===== src/rtl/io_post_ctrl.sv =====
// IO post-write controller: accepts posted and non-posted IO cycles,
// sequences IOREQ/IOACK/IOREADY with the IO engine, and drives DTACK-side readies.
module io_post_ctrl (
    input  logic FCLK,
    input  logic nRES,
    input  logic BACT,
    input  logic IOCS,
    input  logic IOPWCS,
    input  logic IOACK,
    input  logic IOREADY,
    output logic PWLatch,
    output logic IOREQ,
    output logic IOPWReady,
    output logic IONPReady,
    output logic PWFull
);

    typedef enum logic [2:0] {
        IDLE,
        PWBUSY,
        NPWAIT,
        NPREQ,
        NPBUSY,
        NPDONE
    } state_t;

    state_t state, state_n;
    logic   served, served_n;
    logic   pw_req, np_req, acc_pw, acc_np;
    logic   pwlatch_n, ioreq_n, iopwready_n, ionpready_n, pwfull_n;

    assign pw_req = BACT & IOCS & IOPWCS & ~served;
    assign np_req = BACT & IOCS & ~IOPWCS & ~served;
    assign acc_pw = (state == IDLE) & pw_req;
    assign acc_np = ((state == IDLE) | (state == PWBUSY)) & np_req;

    always_ff @(posedge FCLK or negedge nRES) begin
        if (!nRES) begin
            state     <= IDLE;
            served    <= 1'b0;
            PWLatch   <= 1'b0;
            IOREQ     <= 1'b0;
            IOPWReady <= 1'b0;
            IONPReady <= 1'b0;
            PWFull    <= 1'b0;
        end else begin
            state     <= state_n;
            served    <= served_n;
            PWLatch   <= pwlatch_n;
            IOREQ     <= ioreq_n;
            IOPWReady <= iopwready_n;
            IONPReady <= ionpready_n;
            PWFull    <= pwfull_n;
        end
    end

    always_comb begin
        state_n = state;
        unique case (state)
            IDLE: begin
                if (pw_req)      state_n = PWBUSY;
                else if (np_req) state_n = NPREQ;
            end
            // A drain coinciding with a non-posted request skips the wait state
            PWBUSY: begin
                if (np_req)       state_n = IOREADY ? NPREQ : NPWAIT;
                else if (IOREADY) state_n = IDLE;
            end
            NPWAIT: if (IOREADY) state_n = NPREQ;
            NPREQ: begin
                if (IOACK & IOREADY) state_n = NPDONE;
                else if (IOACK)      state_n = NPBUSY;
            end
            NPBUSY: if (IOREADY) state_n = NPDONE;
            NPDONE: if (!(BACT & served)) state_n = IDLE;
            default: state_n = IDLE;
        endcase
    end

    always_comb begin
        pwlatch_n   = acc_pw;
        iopwready_n = BACT & (IOPWReady | acc_pw);
        served_n    = BACT & (served | acc_pw | acc_np);
        ioreq_n     = IOREQ & ~IOACK;
        pwfull_n    = PWFull;
        ionpready_n = 1'b0;
        unique case (state)
            IDLE: begin
                ioreq_n  = acc_pw | acc_np;
                pwfull_n = acc_pw;
            end
            PWBUSY: begin
                if (IOREADY) begin
                    pwfull_n = 1'b0;
                    ioreq_n  = np_req;
                end
            end
            NPWAIT: begin
                if (IOREADY) begin
                    pwfull_n = 1'b0;
                    ioreq_n  = 1'b1;
                end
            end
            NPREQ:  ionpready_n = IOACK & IOREADY;
            NPBUSY: ionpready_n = IOREADY;
            // Served drops with BACT, so an abandoned cycle gets a one-cycle pulse
            NPDONE: ionpready_n = BACT & served;
            default: ionpready_n = 1'b0;
        endcase
    end

endmodule


===== config.mk =====
export PLATFORM = sky130hd
export DESIGN_NAME = io_post_ctrl
export DESIGN_NICKNAME = d
export VERILOG_FILES = /design/src/rtl/io_post_ctrl.sv
export SDC_FILE = /design/constraint.sdc
export NUM_CORES = 1
export LEC_CHECK = 0
export CORE_AREA = 8 8 45 47
export CTS_CLUSTER_SIZE = 24
export DETAILED_ROUTE_END_ITERATION = 10
export DIE_AREA = 0 0 53 55
export GPL_TIMING_DRIVEN = 0
export HOLD_SLACK_MARGIN = 0.03
export PLACE_DENSITY = 0.75
export SLEW_MARGIN = 20
export SYNTH_ARGS = -nofsm -noshare
export SYNTH_HDL_FRONTEND = slang
export SYNTH_SLANG_ARGS = --single-unit

===== constraint.sdc =====
create_clock -name FCLK -period 2.1 [get_ports FCLK]
set_input_delay 0.21 -clock FCLK [delete_from_list [all_inputs] [get_ports FCLK]]
set_output_delay 0.21 -clock FCLK [all_outputs]
set_load 0.1 [all_outputs]

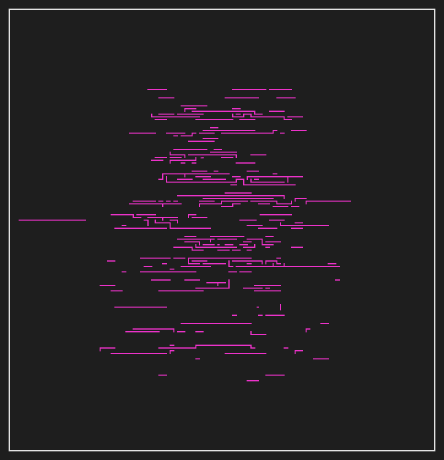
Figure 1: run 1, signal wires on met1.
Drawn at 8 px/um.
- longest straight run: 13.3 um
- wire length on this layer: 507 um

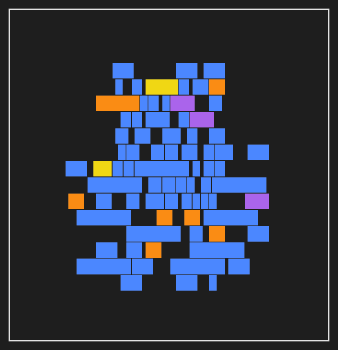
Figure 2: run 1, cells by drive strength.
Drawn at 6 px/um.
- _3 and _4 cells: orange (cells 7; share 9.1%)
- _0 and _1 cells: blue (cells 65; share 84%)
- _2 cells: yellow (cells 2; share 2.6%)
- _6 and larger: purple (cells 3; share 3.9%)

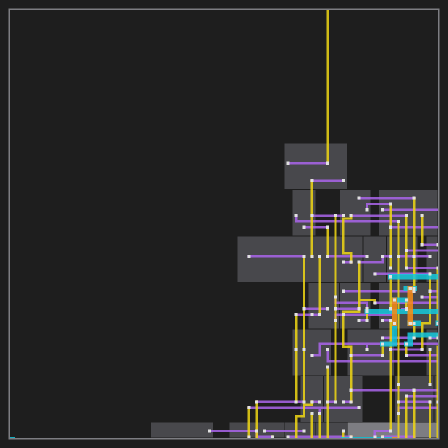
Figure 3: run 1, close-up of the layout.
Region (1, 29) to (26, 54) um. Cells in grey, sequential cells in the stronger grey; small squares are vias.
- metal 1: purple
- metal 4: orange
- metal 2: yellow
- metal 3: cyan
- cells with their middle in the window: 16
- sequential cells in the window: 0
- most frequent: nand2_1 (3), a21oi_1 (2)

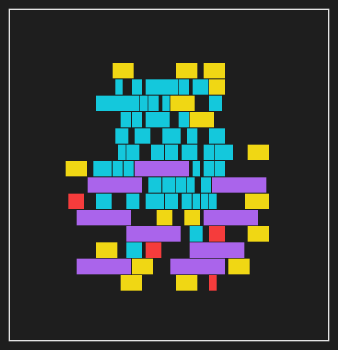
Figure 4: run 1, cell classes on the final placement.
Drawn at 6 px/um.
- other buffers and delay cells: yellow (cells 17; share of their area 23%)
- clock drivers and dummy loads: red (cells 4; share of their area 3.7%)
- flops: purple (cells 9; share of their area 31%)
- combinational and other logic: cyan (cells 47; share of their area 42%)
final core utilization: 53.16%
flop share of the area: 30.61%
FP Rows: 14

[run 1: Yosys cell counts, drive strengths merged, types with 2 or more instances]
cell type	n
dfrtp	9
a21oi	7
buf	6
nand2	5
o21ai	5
nand2b	4
nor2	3
o21a	3
nor2b	2
nor3	2
[run 1: routing by layer]
metal  track usage, %  up-vias
met3            3.476        6
met1            11.02      255
li1                 -      259
met4            5.172        0
met2            17.38       23
met5                0        -
[run 1: how the worst min path moves through the flow]
stage                         start         to  cells after the start
after floorplan                nRES  IONPReady                      0
after global placement    IOPWReady  IOPWReady                      1
after detailed placement  IOPWReady  IOPWReady                      1
after CTS                      nRES  IOPWReady                      1
after global routing           nRES  IOPWReady                      1
final                          nRES  IOPWReady                      1
==> impl_results.rst, run 1 <==
Synthesis and place-and-route
=============================

.. list-table::
   :header-rows: 1

   * - Metric
     - Value
   * - Global placement routability congestion
     - 0.8806
   * - Finished layout cell area
     - 735.7 um2
   * - Area taken by flip-flops and latches
     - 225.2 um2
   * - Combinational share of power
     - 61.0%
   * - Multi-input logic area
     - 294.0 um2
   * - Worst path buffer plus inverter count
     - 1
   * - Clock Power
     - 130 uW
   * - Sequential logic power
     - 251 uW
   * - Synth Seq Share
     - 38.88%
   * - Static leakage
     - 0.3105 nW
   * - Initial antenna violation count
     - 0
   * - Worst Hold Margin
     - 0.2423 ns
   * - Die X
     - 53 um
   * - Highest-count cells in the layout ignoring fill and taps
     - sky130_fd_sc_hd__clkdlybuf4s50_1 (11), sky130_fd_sc_hd__dfrtp_1 (9), sky130_fd_sc_hd__a21oi_1 (7)
   * - Worst EP arrival
     - 1.73 ns
   * - Crit path DRT
     - 1.89 ns
   * - Top reg by flops
     - state
   * - Init Core Util
     - 41.86%
   * - Worst slew slack as a fraction of its limit
     - 35.40%
   * - Worst R2R Path Depth
     - 5
   * - Number of non-clock buffers in the layout
     - 17
   * - Post-synth EDFFs
     - 0
   * - Wl on met1
     - 507 um
   * - Final HPWL DP
     - 917.4 um
   * - Number of logic gates
     - 46
   * - Floorplan die area
     - 2915 um2
   * - Syn. warnings
     - 0
   * - Slew of the pin with the lowest slew margin
     - 0.9660 ns
   * - Power consumed by combinational cells
     - 597 uW
   * - And+or+nand+nor area frac
     - 22.25%
   * - Post-synthesis async set-or-reset flop share
     - 100.0%
   * - Drt pass-1 iters
     - 4
   * - Total of endpoints with negative setup slack in the final report
     - 0
   * - Xor/xnor share
     - 0%
   * - Adders+Majority by Area
     - 0%
   * - Post-synth regs
     - 9
   * - Yosys cell count
     - 62
   * - Main area contributors
     - sky130_fd_sc_hd__dfrtp_1 (39%), sky130_fd_sc_hd__a21oi_1 (6.0%), sky130_fd_sc_hd__buf_6 (5.8%)
   * - Result of the run
     - finished clean
   * - Number of H-tree levels
     - 1
   * - Antenna diode count
     - 0
   * - Aoi/oai-family share of the synthesized area
     - 28.51%
   * - Top routing layer used
     - met4
   * - Routed via count
     - 543
   * - Clock period minus final worst setup slack
     - 1.942 ns
   * - Chip area line of the yosys report
     - 579.3 um2
   * - Mux frac, synth
     - 0%
   * - Number of gates given a new drive strength after cts
     - 0
   * - Main power-consuming group
     - combinational logic
   * - Avg Inst Size Synth
     - 9.344 um2
   * - Family with the most delay on the worst path
     - buffers and inverters
   * - Average detailed-routed wire length per instance
     - 13.48 um
   * - Maximum fanout encountered on the critical timing path
     - 2
   * - Iteration-0 DRC Markers
     - 7
   * - Distinct cells, synth
     - 27
   * - Number of clock buffers inserted by TritonCTS
     - 3
   * - Net count reported at finish
     - 85
   * - Setup slack of the worst register-to-register path
     - 0.53 ns
   * - Launching point of the worst reg2reg path
     - state[0]
   * - Unrepaired setup endpoints after global routing
     - no
   * - Non-filler cells, final
     - 93
   * - Max FFs per register
     - 3
   * - DR DRC count
     - 0
   * - Number of warnings the tools reported
     - 26
   * - Leading area contributor after synthesis
     - sky130_fd_sc_hd__dfrtp_1
   * - Aggregate global routing overflow
     - 0
   * - Worst reg2reg path endpoint
     - state[0]
   * - Power density cells
     - 1330 nW/um2
   * - Clock tree from TritonCTS
     - built
   * - Register clock-pin slew on the reported worst setup and hold paths
     - 0.06 ns
   * - Portion of total power attributed to the clock network
     - 13.3%
   * - Worst setup path start
     - PWFull
   * - Post CTS Setup Buffer Count
     - 0
   * - Area of the placeable core
     - 1384 um2
   * - Placed cells
     - 89
   * - Dpl ws
     - 0.2361 ns
   * - Global-route wire length before repair
     - 2242 um
   * - Critical setup path kind
     - reg2out
   * - Boundary Pins
     - 12
   * - Root buffer cell
     - sky130_fd_sc_hd__clkbuf_4
   * - Net Switching
     - 452.4 uW
   * - Stages on worst setup path
     - 1
   * - Cells after synthesis
     - 62
   * - Inverters excl. clock
     - 1
   * - DRT Wirelength
     - 1254 um
   * - Layout cells sized above 1
     - 15.58%
   * - IR Drop Worst-Case VDD
     - 0.0006625 V
Figure 5. Congestion heat map (run 1).
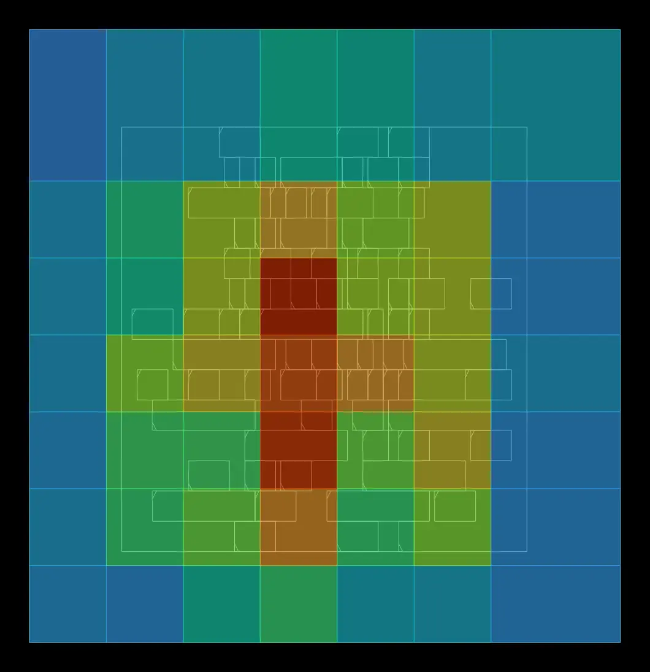

==> run 2: changes to the inputs <==
Settings changed: PLACE_DENSITY 0.75 to 0.7.
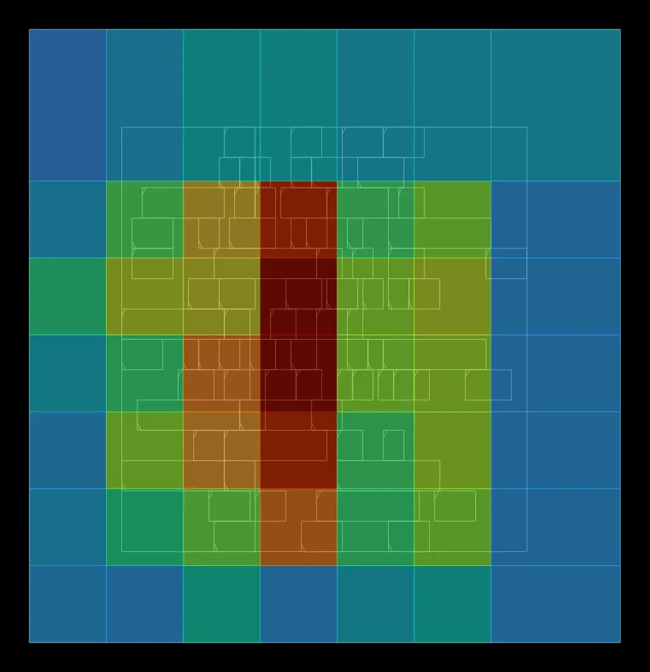
Figure 6: run 2, congestion heat map.
GRT busiest layer: met2
GR met1 Demand/Resource: 10.73%
met3 Track Usage GR: 3.476%
average detailed-routed wire length per instance: 13.84 um

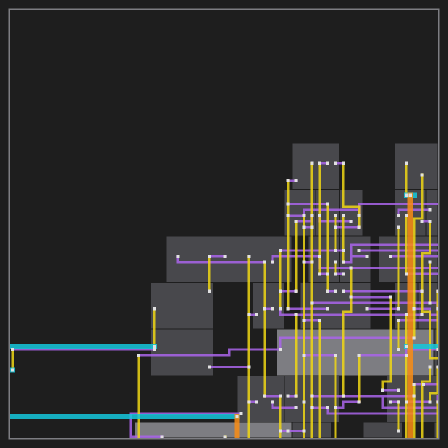
Figure 7: run 2, close-up of the layout.
Region (1, 29) to (26, 54) um. Cells in grey, sequential cells in the stronger grey; small squares are vias.
- metal 2: yellow
- metal 4: orange
- metal 3: cyan
- metal 1: purple
- most frequent: a21oi_1 (3), clkdlybuf4s50_1 (2)
- netlist names of flops here include: IONPReady (1)
- cells with their middle in the window: 20
- sequential cells in the window: 1

==> run 2 against run 1 <==
- critical path depth unchanged
- clock-buffer cell count unchanged
- first-iteration DRC count grew 86%
- largest power group unchanged
- non-clock buffer count did not move
- die size unchanged
- global-route usage grew 0.67 points
- fmax is 0.64% lower
- final area unchanged
- clock skew rose by 0.0092 ns
==> impl_results.rst, run 2 <==
Synthesis and place-and-route
=============================

.. list-table::
   :header-rows: 1

   * - Metric
     - Value
   * - Clock tree from TritonCTS
     - built
   * - Worst setup path start
     - IONPReady
   * - Power consumed by combinational cells
     - 598 uW (about the same)
   * - Clock period minus final worst setup slack
     - 1.955 ns (+0.01260 ns)
   * - Syn. warnings
     - 0 (unchanged)
   * - Family with the most delay on the worst path
     - buffers and inverters
   * - Finished layout cell area
     - 735.7 um2 (unchanged)
   * - Top reg by flops
     - state
   * - Worst path buffer plus inverter count
     - 1 (unchanged)
   * - Dpl ws
     - 0.2162 ns (-0.01985 ns)
   * - Highest-count cells in the layout ignoring fill and taps
     - sky130_fd_sc_hd__clkdlybuf4s50_1 (11), sky130_fd_sc_hd__dfrtp_1 (9), sky130_fd_sc_hd__a21oi_1 (7)
   * - Main area contributors
     - sky130_fd_sc_hd__dfrtp_1 (39%), sky130_fd_sc_hd__a21oi_1 (6.0%), sky130_fd_sc_hd__buf_6 (5.8%)
   * - Worst EP arrival
     - 1.74 ns (about the same)
   * - Total of endpoints with negative setup slack in the final report
     - 0 (unchanged)
   * - Setup slack of the worst register-to-register path
     - 0.54 ns (about the same)
   * - DR DRC count
     - 0 (unchanged)
   * - Drt pass-1 iters
     - 4 (unchanged)
   * - Maximum fanout encountered on the critical timing path
     - 1 (-1)
   * - Post-synth regs
     - 9 (unchanged)
   * - Non-filler cells, final
     - 93 (unchanged)
   * - Worst R2R Path Depth
     - 5 (unchanged)
   * - Area taken by flip-flops and latches
     - 225.2 um2 (unchanged)
   * - Leading area contributor after synthesis
     - sky130_fd_sc_hd__dfrtp_1
   * - Power density cells
     - 1341 nW/um2 (+0.84%)
   * - Number of warnings the tools reported
     - 26 (unchanged)
   * - Initial antenna violation count
     - 0 (unchanged)
   * - Main power-consuming group
     - combinational logic
   * - Final core utilization
     - 53.16% (unchanged)
   * - Chip area line of the yosys report
     - 579.3 um2 (unchanged)
   * - Multi-input logic area
     - 294.0 um2 (unchanged)
   * - FP Rows
     - 14 (unchanged)
   * - Net Switching
     - 460.1 uW (+1.7%)
   * - Combinational share of power
     - 60.6% (-0.4 points)
   * - Launching point of the worst reg2reg path
     - state[0]
   * - Number of gates given a new drive strength after cts
     - 0 (unchanged)
   * - Boundary Pins
     - 12 (unchanged)
   * - Post-synthesis async set-or-reset flop share
     - 100.0% (unchanged)
   * - Number of clock buffers inserted by TritonCTS
     - 3 (unchanged)
   * - Worst reg2reg path endpoint
     - state[0]
   * - Post CTS Setup Buffer Count
     - 0 (unchanged)
   * - Clock Power
     - 139 uW (+7%)
   * - Number of H-tree levels
     - 1 (unchanged)
   * - Result of the run
     - finished clean
   * - Global placement routability congestion
     - 0.8762 (-0.50%)
   * - Crit path DRT
     - 1.89 ns (about the same)
   * - Sequential logic power
     - 250 uW (about the same)
   * - Stages on worst setup path
     - 1 (unchanged)
   * - Avg Inst Size Synth
     - 9.344 um2 (unchanged)
   * - Critical setup path kind
     - reg2out
   * - Net count reported at finish
     - 85 (unchanged)
   * - Layout cells sized above 1
     - 15.58% (unchanged)
   * - Floorplan die area
     - 2915 um2 (unchanged)
   * - Max FFs per register
     - 3 (unchanged)
   * - Routed via count
     - 528 (-2.8%)
## run 2: cell counts in the layout (fill, tap and decap cells not counted)
No cell type changed its count.
## run 2: cell families after synthesis
group / Yosys count / share of synthesized area [%]
buffers and inverters: 7 / 10.37
AND-OR/OR-AND: 24 / 28.51
flip-flops: 9 / 38.88
AND/OR/NAND/NOR: 22 / 22.25
## run 2: routing by layer
layer	vias up	part of all wire, %	global-route usage [%]	wire length, um
met5	-	0	0	0
li1	256	-	-	-
met4	0	3.9	10.34	50
met3	4	4.7	3.476	61
met1	253	42	10.73	544
met2	15	49	17.77	632
## run 2: cell type report
cell class / instances / area share [%]
timing repair buffer: 11 / 14.97
inverter: 1 / 0.5102
sequential: 9 / 30.61
clock buffer: 4 / 3.571
buffer: 6 / 7.653
multi-input combinational: 46 / 39.97
tap: 16 / 2.721
Power figures rest on the tool's default switching activity, not on a simulated workload.
